`src/rtl/gpr_dump.sv`:
```
// Debug read-out engine: walks register-file addresses and streams each value out on valid/ready.
// Optional checksum beat after the last register is enabled with GPR_DUMP_CHECKSUM_EN.
module gpr_dump #(
    parameter int unsigned NUM_REGS  = 8,
    parameter int unsigned ADDR_W    = 3,
    parameter int unsigned DATA_W    = 16,
    parameter int unsigned FIRST_REG = 0
) (
    input  logic              clk,
    input  logic              rst_n,
    input  logic              start,
    output logic              busy,
    output logic              done,
    output logic [ADDR_W-1:0] rf_read_addr,
    input  logic [DATA_W-1:0] rf_read_data,
    output logic              out_valid,
    input  logic              out_ready,
    output logic [DATA_W-1:0] out_data,
    output logic [ADDR_W-1:0] out_index,
    output logic              out_last
);

    localparam logic [ADDR_W-1:0] FirstIdx = ADDR_W'(FIRST_REG);
    localparam logic [ADDR_W-1:0] LastIdx  = ADDR_W'(NUM_REGS - 1);

    typedef enum logic [2:0] {
        StIdle,
        StAddr,
        StSend,
        StCsum,
        StDone
    } state_e;

    state_e            state_q;
    logic [ADDR_W-1:0] idx_q;
`ifdef GPR_DUMP_CHECKSUM_EN
    logic [DATA_W-1:0] sum_q;
`endif

    always_ff @(posedge clk or negedge rst_n) begin
        if (!rst_n) begin
            state_q      <= StIdle;
            idx_q        <= FirstIdx;
            busy         <= 1'b0;
            done         <= 1'b0;
            rf_read_addr <= '0;
            out_valid    <= 1'b0;
            out_data     <= '0;
            out_index    <= '0;
            out_last     <= 1'b0;
`ifdef GPR_DUMP_CHECKSUM_EN
            sum_q        <= '0;
`endif
        end else begin
            done <= 1'b0;
            unique case (state_q)
                StIdle: begin
                    if (start) begin
                        state_q      <= StAddr;
                        idx_q        <= FirstIdx;
                        rf_read_addr <= FirstIdx;
                        busy         <= 1'b1;
`ifdef GPR_DUMP_CHECKSUM_EN
                        sum_q        <= '0;
`endif
                    end
                end
                StAddr: begin
                    // Read data is combinational, so it is captured on the edge leaving StAddr.
                    out_data  <= rf_read_data;
                    out_index <= idx_q;
                    out_valid <= 1'b1;
                    state_q   <= StSend;
`ifdef GPR_DUMP_CHECKSUM_EN
                    out_last  <= 1'b0;
                    sum_q     <= sum_q + rf_read_data;
`else
                    out_last  <= (idx_q == LastIdx);
`endif
                end
                StSend: begin
                    if (out_ready) begin
                        if (idx_q == LastIdx) begin
`ifdef GPR_DUMP_CHECKSUM_EN
                            // Keep valid high and swap in the checksum beat.
                            out_data  <= sum_q;
                            out_index <= '0;
                            out_last  <= 1'b1;
                            state_q   <= StCsum;
`else
                            out_valid <= 1'b0;
                            done      <= 1'b1;
                            state_q   <= StDone;
`endif
                        end else begin
                            out_valid    <= 1'b0;
                            idx_q        <= idx_q + ADDR_W'(1);
                            rf_read_addr <= idx_q + ADDR_W'(1);
                            state_q      <= StAddr;
                        end
                    end
                end
                StCsum: begin
                    if (out_ready) begin
                        out_valid <= 1'b0;
                        done      <= 1'b1;
                        state_q   <= StDone;
                    end
                end
                StDone: begin
                    busy    <= 1'b0;
                    state_q <= StIdle;
                end
                default: state_q <= StIdle;
            endcase
        end
    end

endmodule

```
`config.mk`:
```
export PLATFORM = sky130hd
export DESIGN_NAME = gpr_dump
export DESIGN_NICKNAME = d
export VERILOG_FILES = /design/src/rtl/gpr_dump.sv
export SDC_FILE = /design/constraint.sdc
export NUM_CORES = 1
export LEC_CHECK = 0
export ABC_AREA = 1
export CORE_MARGIN = 4
export CORE_UTILIZATION = 55
export DETAILED_ROUTE_END_ITERATION = 10
export DONT_BUFFER_PORTS = 1
export PLACE_DENSITY = 0.73
export SLEW_MARGIN = 20
export SYNTH_ARGS = -nofsm -noshare
export SYNTH_HDL_FRONTEND = slang
export SYNTH_SLANG_ARGS = --single-unit
```
`constraint.sdc`:
```
create_clock -name clk -period 1.3 [get_ports clk]
set_input_delay 0.26 -clock clk [delete_from_list [all_inputs] [get_ports clk]]
set_output_delay 0.26 -clock clk [all_outputs]
set_load 0.005 [all_outputs]
```
==> run_1/floorplan.png <==
Scale bar: 20 um. Pins as bars on the die edge. Tap cells in gray.
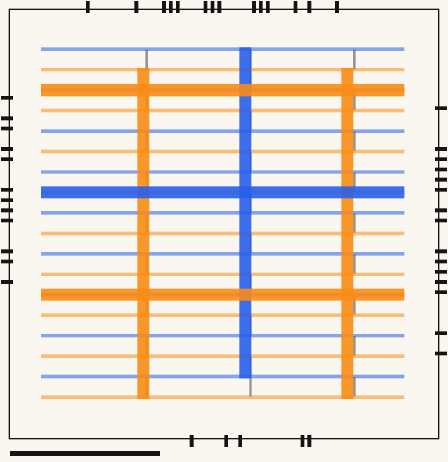
VDD: in blue. VSS: in orange.
3 straps on met4. 18 met1 rails follow the rows. The core has 17 rows. 3 straps on met5.

==> run_1/congestion_map.png <==
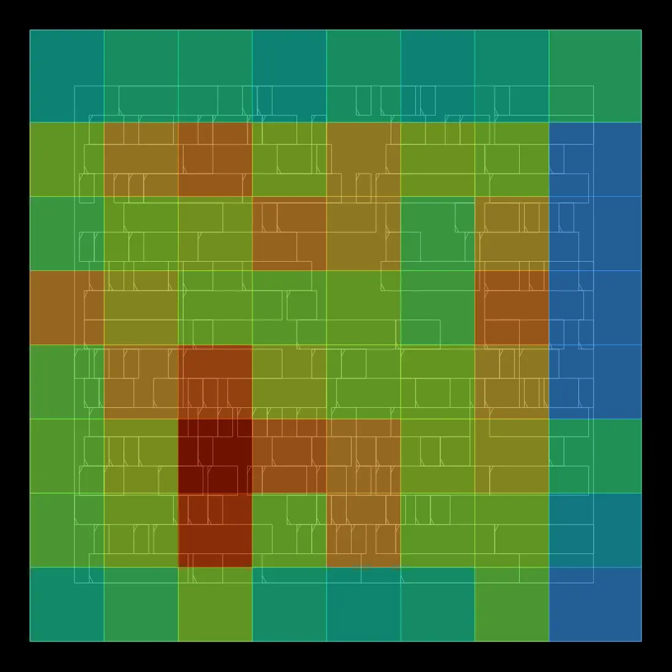
met3 track demand over resource: 9.89%
final core utilization: 69.5%
met1 Use GR: 20.1%
GRT Util Overall: 17.2%

==> qor.yml, run 1 <==
diodes: 0
cts_sinks: 29
grt-ovfl-total: 0
slew_headroom_pct: 82.3
finalSetupViolCount: 3
die_h_um: 56.9
tool_warnings: 28
crit_chain: "ha_2, ha_4, inv_2, nand3_2, nand2_4, nand3_4, nand2_1, nand2_1"
status: "finished with violations"
ys.flops: 29
timing.final.ws_setup_ns: -0.0164
gp_congestion: 0.797
top_logic_kind: "simple AND/OR/NAND/NOR gates"
power_density_nw_per_um2: 2520
core_area_um2: 2230
antenna_found_initial: 0
yosysWarningCount: 0
maxSlewViolCount: 0
clock_latency_ns: 0.33
detail-route-antenna-nets: 0
mux_share_pct: 0
ys_area_um2: 1320
finalWirelength_um: 2530
violations: "negative setup slack"
syn-mean-instance-area_um2: 9.67
nets: 171
critPathMaxFanout: 4
avgViaCountPerCell: 5.17
start_kind: "register"
path_buffers: 1
crit_type: "register to register"
cts_tree: "done"
top_area_cell: "dfrtp_1"
pre_cts_ws_ns: -0.0181
maxCapViolCount: 0
cp_top_family: "flip-flops"
==> run_1/layers.png <==
Only two layers are drawn.
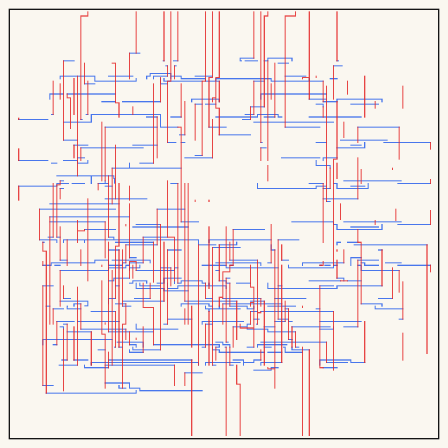
M1: in blue, wire length 1010 um. M2: in red, wire length 1210 um.

[run 1: cell type report]
class	count	area [um^2]	share of cell area (%)
tap	28	35.0	2.26
inverter	26	97.6	6.29
timing repair buffer	10	97.6	6.29
clock inverter	3	65.1	4.19
clock buffer	5	37.5	2.42
sequential	29	726	46.7
multi-input combinational	77	494	31.8
[run 1: synthesized netlist by cell type]
library cell,instances
nand3_2,1
a21oi_1,4
nand3b_4,1
nor2_1,3
nor2_2,2
nand3_1,8
inv_1,25
buf_6,4
dfrtp_1,29
inv_2,1
ha_1,2
o21ai_1,2
nand2_1,34
nand2_2,1
o21ai_2,18
nand4_1,1
[run 1: path summary, 6_finish.rpt]
path / startpoint / to / depth (start not counted)
setup / recovery: idx_q[1]$_DFFE_PN0P_ / idx_q[2]$_DFFE_PN0P_ / 8
min in group asynchronous: rst_n / state_q[1]$_DFFE_PN0P_ / 2
hold / removal: rf_read_data[12] / out_data[12]$_DFFE_PN0P_ / 2
setup reg to reg: idx_q[1]$_DFFE_PN0P_ / idx_q[2]$_DFFE_PN0P_ / 8
hold reg to reg: out_valid$_DFFE_PN0P_ / out_valid$_DFFE_PN0P_ / 2
max in group asynchronous: rst_n / out_data[4]$_DFFE_PN0P_ / 2
[run 1: stage by stage]
stage | TNS (ns) | cells | power [W] | utilization (%)
floorplan | 0 | 136 | 0.00264 | -
global placement | 0 | 165 | 0.00276 | 60.6
detailed placement | -0.0354 | 165 | 0.00283 | 60.6
CTS | -0.0148 | 178 | 0.00384 | 68.0
global route | -0.234 | 178 | 0.00423 | 69.5
finish | -0.0420 | 178 | 0.00391 | 69.5
[run 1: flip-flops by register name, summed over array words and instances, names as in the netlist]
| register | count |
|---|---|
| out_data | 16 |
| busy | 1 |
| idx_q | 3 |
| out_index | 3 |
| done | 1 |
| out_last | 1 |
| out_valid | 1 |
| state_q | 3 |
[run 1: cells in the final DEF (no fill, tap or decap)]
cell type / n
o21ai_2: 18
a21oi_1: 4
clkinv_2: 1
clkbuf_4: 5
ha_4: 1
dfrtp_1: 29
nand4_1: 1
nor2_2: 2
buf_4: 6
ha_2: 1
inv_2: 2
buf_12: 1
nand2_1: 32
nand2_4: 1
nand3b_4: 1
dlygate4sd3_1: 1
nand3_2: 3
nor2_1: 3
nand2_2: 2
o21ai_1: 2
bufinv_16: 2
nand3_1: 5
buf_6: 2
inv_1: 24
nand3_4: 1
[run 1: worst reg2reg max path, stage by stage, from the launching register on]
cell and delay, ns:
dfrtp_1 0.40, ha_2 0.20, ha_4 0.16, inv_2 0.05, nand3_2 0.08, nand2_4 0.11
nand3_4 0.09, nand2_1 0.07, nand2_1 0.05
[run 1: report_power, final]
part	internal, W	total (W)	switching, W
registers	0.00127	0.00159	0.000318
clock network	0.000595	0.000925	0.000329
logic	0.000566	0.00140	0.000834
total	0.00243	0.00391	0.00148
[run 1: repair_timing]
action	CTS	global route
resized	1	8
endpoints found under the hold margin	29	0
hold buffers	2	0
setup buffers	3	0
pin swaps	3	4
setup endpoints to repair	3	17
[run 1: routing by layer]
metal / GRT usage, % / part of all wire [%]
met4: 7.62 / 3.0
met5: 0 / 0
met3: 9.89 / 9.4
met2: 25.6 / 48
met1: 20.1 / 40
## Run 2: what changed since run 1
- CORE_ASPECT_RATIO: not set -> 1.4
- GPL_ROUTABILITY_DRIVEN: not set -> 0
- PLACE_DENSITY: 0.73 -> not set
- PLACE_DENSITY_LB_ADDON: not set -> 0.05
==> run 2 against run 1 <==
  * The flow now finishes without violations
  * Routed wire length is 8.6% lower
  * First-iteration DRC count is 68% lower
  * Core utilization is 2.4 points lower
  * Sequential cell count stayed put
  * Clock skew is 0.0010 ns higher
  * Clock power is 19% lower
  * Sequential share of layout area is 1.8 points higher
  * Global-route usage is 0.96 points lower
  * Worst setup slack better by 0.043 ns
  * Cell count is 5.1% lower
  * Critical path depth stayed put
  * Critical path type unchanged
  * Highest routed layer unchanged
==> qor.yml, run 2 <==
slew_headroom_pct: 82.6  # was 82.3%
top_cells_by_count: "nand2_1, dfrtp_1, inv_1"  # unchanged
cp_top_family: "flip-flops"  # unchanged
stdcell_count: 169  # was 178
largest_reg_flops: 16  # unchanged
hold_end: "out_data[8]$_DFFE_PN0P_"  # was out_data[12]$_DFFE_PN0P_
finalSetupViolCount: 0  # was 3
clockPowerShare_pct: 20.5  # was 23.6%
synth-edff-count: 0  # unchanged
avgViaCountPerCell: 5.23  # was 5.17
pre_cts_ws_ns: 0.0186  # was -0.0181 ns
ys.flops: 29  # unchanged
status: "finished clean"  # was finished with violations
clock_latency_ns: 0.32  # was 0.33 ns
crit_chain: "ha_2, ha_4, inv_2, nand3_2, nand2_4, nand3_4, nand2_1, nand2_1"  # unchanged
ys_area_um2: 1320  # unchanged
pwr-share-comb_pct: 36.0  # was 35.8%
mostFrequentLayoutCells: "nand2_1, dfrtp_1, inv_1, o21ai_2, nand3_1"  # was nand2_1, dfrtp_1, inv_1, o21ai_2, buf_4
power_density_nw_per_um2: 2450  # was 2520 nW/um^2
p_sw_w: 0.00139  # was 0.00148 W
nets: 168  # was 171
top_area_cell: "dfrtp_1"  # unchanged
timing.final.ws_setup_ns: 0.0261  # was -0.0164 ns
yosysWarningCount: 0  # unchanged
maxCapViolCount: 0  # unchanged
diodes: 0  # unchanged
antenna_found_initial: 0  # unchanged
ys_async_sr_fraction_pct: 100  # unchanged
tool_warnings: 27  # was 28
dp.cells: 158  # was 165
critPathMaxFanout: 4  # unchanged
[run 2: cell count changes in the layout (fill, tap and decap cells not counted), sizes merged]
cell / previous run / this run
clkbuf: 5 / 7
buf: 9 / 6
clkinv: 1 / 0
bufinv: 2 / 1
[run 2: per-layer routing]
metal	track usage, %	up-vias
met1	16.8	393
met3	9.26	4
met4	6.41	0
met2	27.0	43
met5	0	-
li1	-	444
[run 2: how the worst max path moves through the flow]
| stage | to | cells after the start |
|---|---|---|
| floorplan | idx_q[0]$_DFFE_PN0P_ | 8 |
| global placement | idx_q[2]$_DFFE_PN0P_ | 8 |
| detailed placement | idx_q[1]$_DFFE_PN0P_ | 8 |
| CTS | idx_q[1]$_DFFE_PN0P_ | 8 |
| global route | idx_q[1]$_DFFE_PN0P_ | 8 |
| finish | idx_q[1]$_DFFE_PN0P_ | 8 |
[run 2: worst reg2reg max path, delay by kind of cell, from the launching register on]
family / cells / cell delay [ns]
buffers and inverters: 1 / 0.05
flip-flops: 1 / 0.39
adder cells (fa/ha/maj): 2 / 0.36
AND/OR/NAND/NOR: 5 / 0.39
[run 2: cells by family after synthesis]
| logic type | Yosys count | share of synthesized area [%] |
|---|---|---|
| AND-OR/OR-AND | 24 | 14.3 |
| adder cells (fa/ha/maj) | 2 | 1.90 |
| buffers and inverters | 30 | 10.8 |
| flip-flops | 29 | 55.2 |
| AND/OR/NAND/NOR | 51 | 17.8 |
[run 2: power by group through the flow]
stage | registers [W] | logic, W | clock network, W
finish | 0.00159 | 0.00132 | 0.000750
floorplan | 0.00155 | 0.00110 | 0
CTS | 0.00160 | 0.00127 | 0.000785
detailed placement | 0.00161 | 0.00124 | 0
global route | 0.00164 | 0.00153 | 0.000831
global placement | 0.00161 | 0.00119 | 0
[run 2: cell type report]
class,count,area (um^2),area share (%)
Multi-Input combinational cell,77,479,32.1
Timing Repair Buffer,7,80.1,5.36
Clock buffer,7,55.1,3.68
Inverter,26,97.6,6.53
Sequential cell,29,726,48.5
Clock inverter,1,30.0,2.01
Tap cell,22,27.5,1.84
[run 2: what timing repair did]
item | CTS | global route
gates resized | 0 | 3
hold buffers | 2 | 0
endpoints found under the hold margin | 29 | 0
buffers inserted | 0 | 1
setup endpoints to repair | 0 | 3
[run 2: through the flow]
stage	setup TNS [ns]	total power, W	utilization (%)
after detailed placement	0	0.00285	60.6
after CTS	0	0.00365	65.8
after floorplan	0	0.00264	-
after global routing	-0.170	0.00399	67.1
after global placement	0	0.00279	60.6
final	0	0.00366	67.1
==> run_2/floorplan.png <==
Scale bar: 10 um. Pins as bars on the die edge. Tap cells in gray.
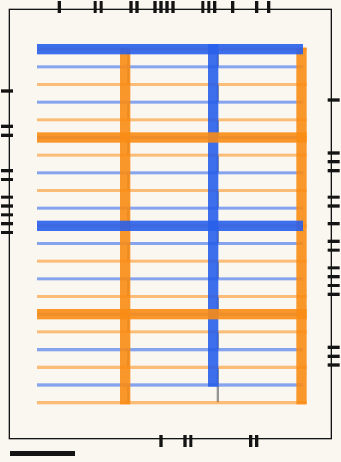
VSS: in orange. VDD: in blue.
4 straps on met5. 22 tap cells. The core has 20 rows. 3 straps on met4. 46 signal pins sit on the boundary.
die width: 49.3 um
Die H: 65.9 um

## Run 3: what changed since run 2
- ABC_CLOCK_PERIOD_IN_PS: not set -> 1300
==> run 3 against run 2 <==
  * Total power unchanged
  * Combinational power about the same
  * Critical endpoint unchanged
  * Non-clock buffer count unchanged
==> qor.yml, run 3 <==
power_density_nw_per_um2: 2450  # unchanged
mostFrequentLayoutCell: "nand2_1"  # unchanged
yosysWarningCount: 0  # unchanged
ys_area_um2: 1320  # unchanged
cts_tree: "done"  # unchanged
yosysMostFrequentCell: "nand2_1"  # unchanged
maxSlewViolCount: 0  # unchanged
maxCapViolCount: 0  # unchanged
tool_warnings: 27  # unchanged
path_buffers: 1  # unchanged
antenna_found_initial: 0  # unchanged
slew_headroom_pct: 82.6  # unchanged
detail-route-antenna-nets: 0  # unchanged
finalWirelength_um: 2310  # unchanged
crit_chain: "ha_2, ha_4, inv_2, nand3_2, nand2_4, nand3_4, nand2_1, nand2_1"  # unchanged
top_area_share_pct: 55.2  # unchanged
grt-ovfl-total: 0  # unchanged
clock_latency_ns: 0.32  # about the same
drive_gt1_share_pct: 27.9  # unchanged
mostFrequentLayoutCells: "nand2_1, dfrtp_1, inv_1, o21ai_2, nand3_1"  # unchanged
die_h_um: 65.9  # unchanged
tns_ns: 0  # unchanged
ys.flops: 29  # unchanged
diodes: 0  # unchanged
synth-edff-count: 0  # unchanged
top_area_cell: "dfrtp_1"  # unchanged
avgViaCountPerCell: 5.23  # unchanged
utilization_pct: 67.1  # unchanged
start_kind: "register"  # unchanged
core_area_um2: 2230  # unchanged
p_leak_nw: 0.774  # unchanged
synth-main-ff-cell: "dfrtp_1"  # unchanged
critPathMaxFanout: 4  # unchanged
syn-mean-instance-area_um2: 9.67  # unchanged
crit_type: "register to register"  # unchanged
cp_top_family: "flip-flops"  # unchanged
largest_reg_flops: 16  # unchanged
status: "finished clean"  # unchanged
ys_async_sr_fraction_pct: 100  # unchanged
top_cells_by_count: "nand2_1, dfrtp_1, inv_1"  # unchanged
dieWidth_um: 49.3  # unchanged
finalSetupViolCount: 0  # unchanged
regMostFlops: "out_data"  # unchanged
cts_sinks: 29  # unchanged
nets: 168  # unchanged
-- run 3: cell counts in the layout (fill, tap and decap cells not counted) --
Identical to the previous run, type by type.
-- run 3: cell type report --
class | count | area [um^2] | share of cell area, %
Multi-Input combinational cell | 77 | 479 | 32.1
Timing Repair Buffer | 7 | 80.1 | 5.36
Clock inverter | 1 | 30.0 | 2.01
Clock buffer | 7 | 55.1 | 3.68
Tap cell | 22 | 27.5 | 1.84
Sequential cell | 29 | 726 | 48.5
Inverter | 26 | 97.6 | 6.53
-- run 3: layer usage --
layer  share of wire (%)  wire [um]  track usage, %
met3                 9.8        226            9.26
met4                 1.2         28            6.41
met5                   0          0               0
met2                  52       1190            27.0
met1                  37        860            16.8
-- run 3: stage by stage --
step           power (W)  setup slack, ns  hold slack (ns)  instances  area, um^2
2_1_floorplan    0.00264           0.0110          -0.0356        136        1330
3_3_place_gp     0.00279           0.0549          -0.0350        158        1350
3_5_place_dp     0.00285           0.0186          -0.0349        158        1350
4_1_cts          0.00365          0.00132           0.0443        168        1470
5_1_grt          0.00399          -0.0601           0.0377        169        1500
6_report         0.00366           0.0261           0.0652        169        1500
-- run 3: worst paths after layout --
check,endpoint,cells past startpoint,slack [ns],startpoint
hold / removal,out_data[8]$_DFFE_PN0P_,2,0.07,rf_read_data[8]
hold reg to reg,out_data[7]$_DFFE_PN0P_,2,0.51,out_data[7]$_DFFE_PN0P_
min in group asynchronous,busy$_DFFE_PN0P_,2,0.36,rst_n
max in group asynchronous,done$_DFF_PN0_,2,0.77,rst_n
setup reg to reg,idx_q[1]$_DFFE_PN0P_,8,0.03,idx_q[1]$_DFFE_PN0P_
setup / recovery,idx_q[1]$_DFFE_PN0P_,8,0.03,idx_q[1]$_DFFE_PN0P_
-- run 3: repair_timing --
| action | in CTS | in global routing |
|---|---|---|
| hold endpoints to repair | 29 | 0 |
| gates resized | 0 | 3 |
| hold buffers | 2 | 0 |
| buffers inserted | 0 | 1 |
| endpoints found under the setup margin | 0 | 3 |
-- run 3: worst register-to-register path, stage by stage (launching register included) --
cell and delay [ns]:
dfrtp_1 0.39, ha_2 0.20, ha_4 0.16, inv_2 0.05, nand3_2 0.09, nand2_4 0.10, nand3_4 0.08, nand2_1 0.07
nand2_1 0.05
-- run 3: kinds of logic (layout without fill, tap and decap cells) --
group | count (synthesis) | in the layout | synth area share [%]
and+or+nand+nor | 51 | 51 | 17.8
buffers and inverters | 30 | 41 | 10.8
AOI/OAI and AO/OA | 24 | 24 | 14.3
adders and majority gates | 2 | 2 | 1.90
DFF | 29 | 29 | 55.2
-- run 3: where the power goes --
| group | internal, W | switching, W | total, W |
|---|---|---|---|
| clock network | 0.000459 | 0.000291 | 0.000750 |
| registers | 0.00127 | 0.000316 | 0.00159 |
| logic | 0.000540 | 0.000779 | 0.00132 |
| total | 0.00227 | 0.00139 | 0.00366 |
==> run_3/congestion_map.png <==
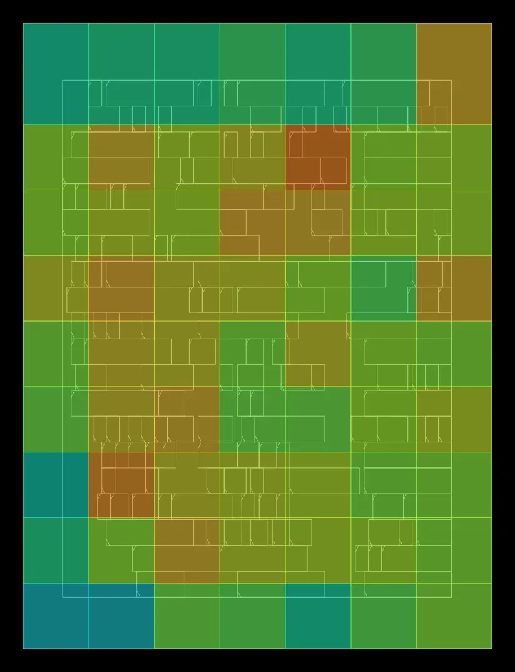
met3 track demand over resource: 9.26%
busiest grt layer: met2
met1 Use GR: 16.8%
grt met2 use: 27.0%
GRT Util Overall: 16.3%

Power figures rest on the tool's default switching activity, not on a simulated workload.
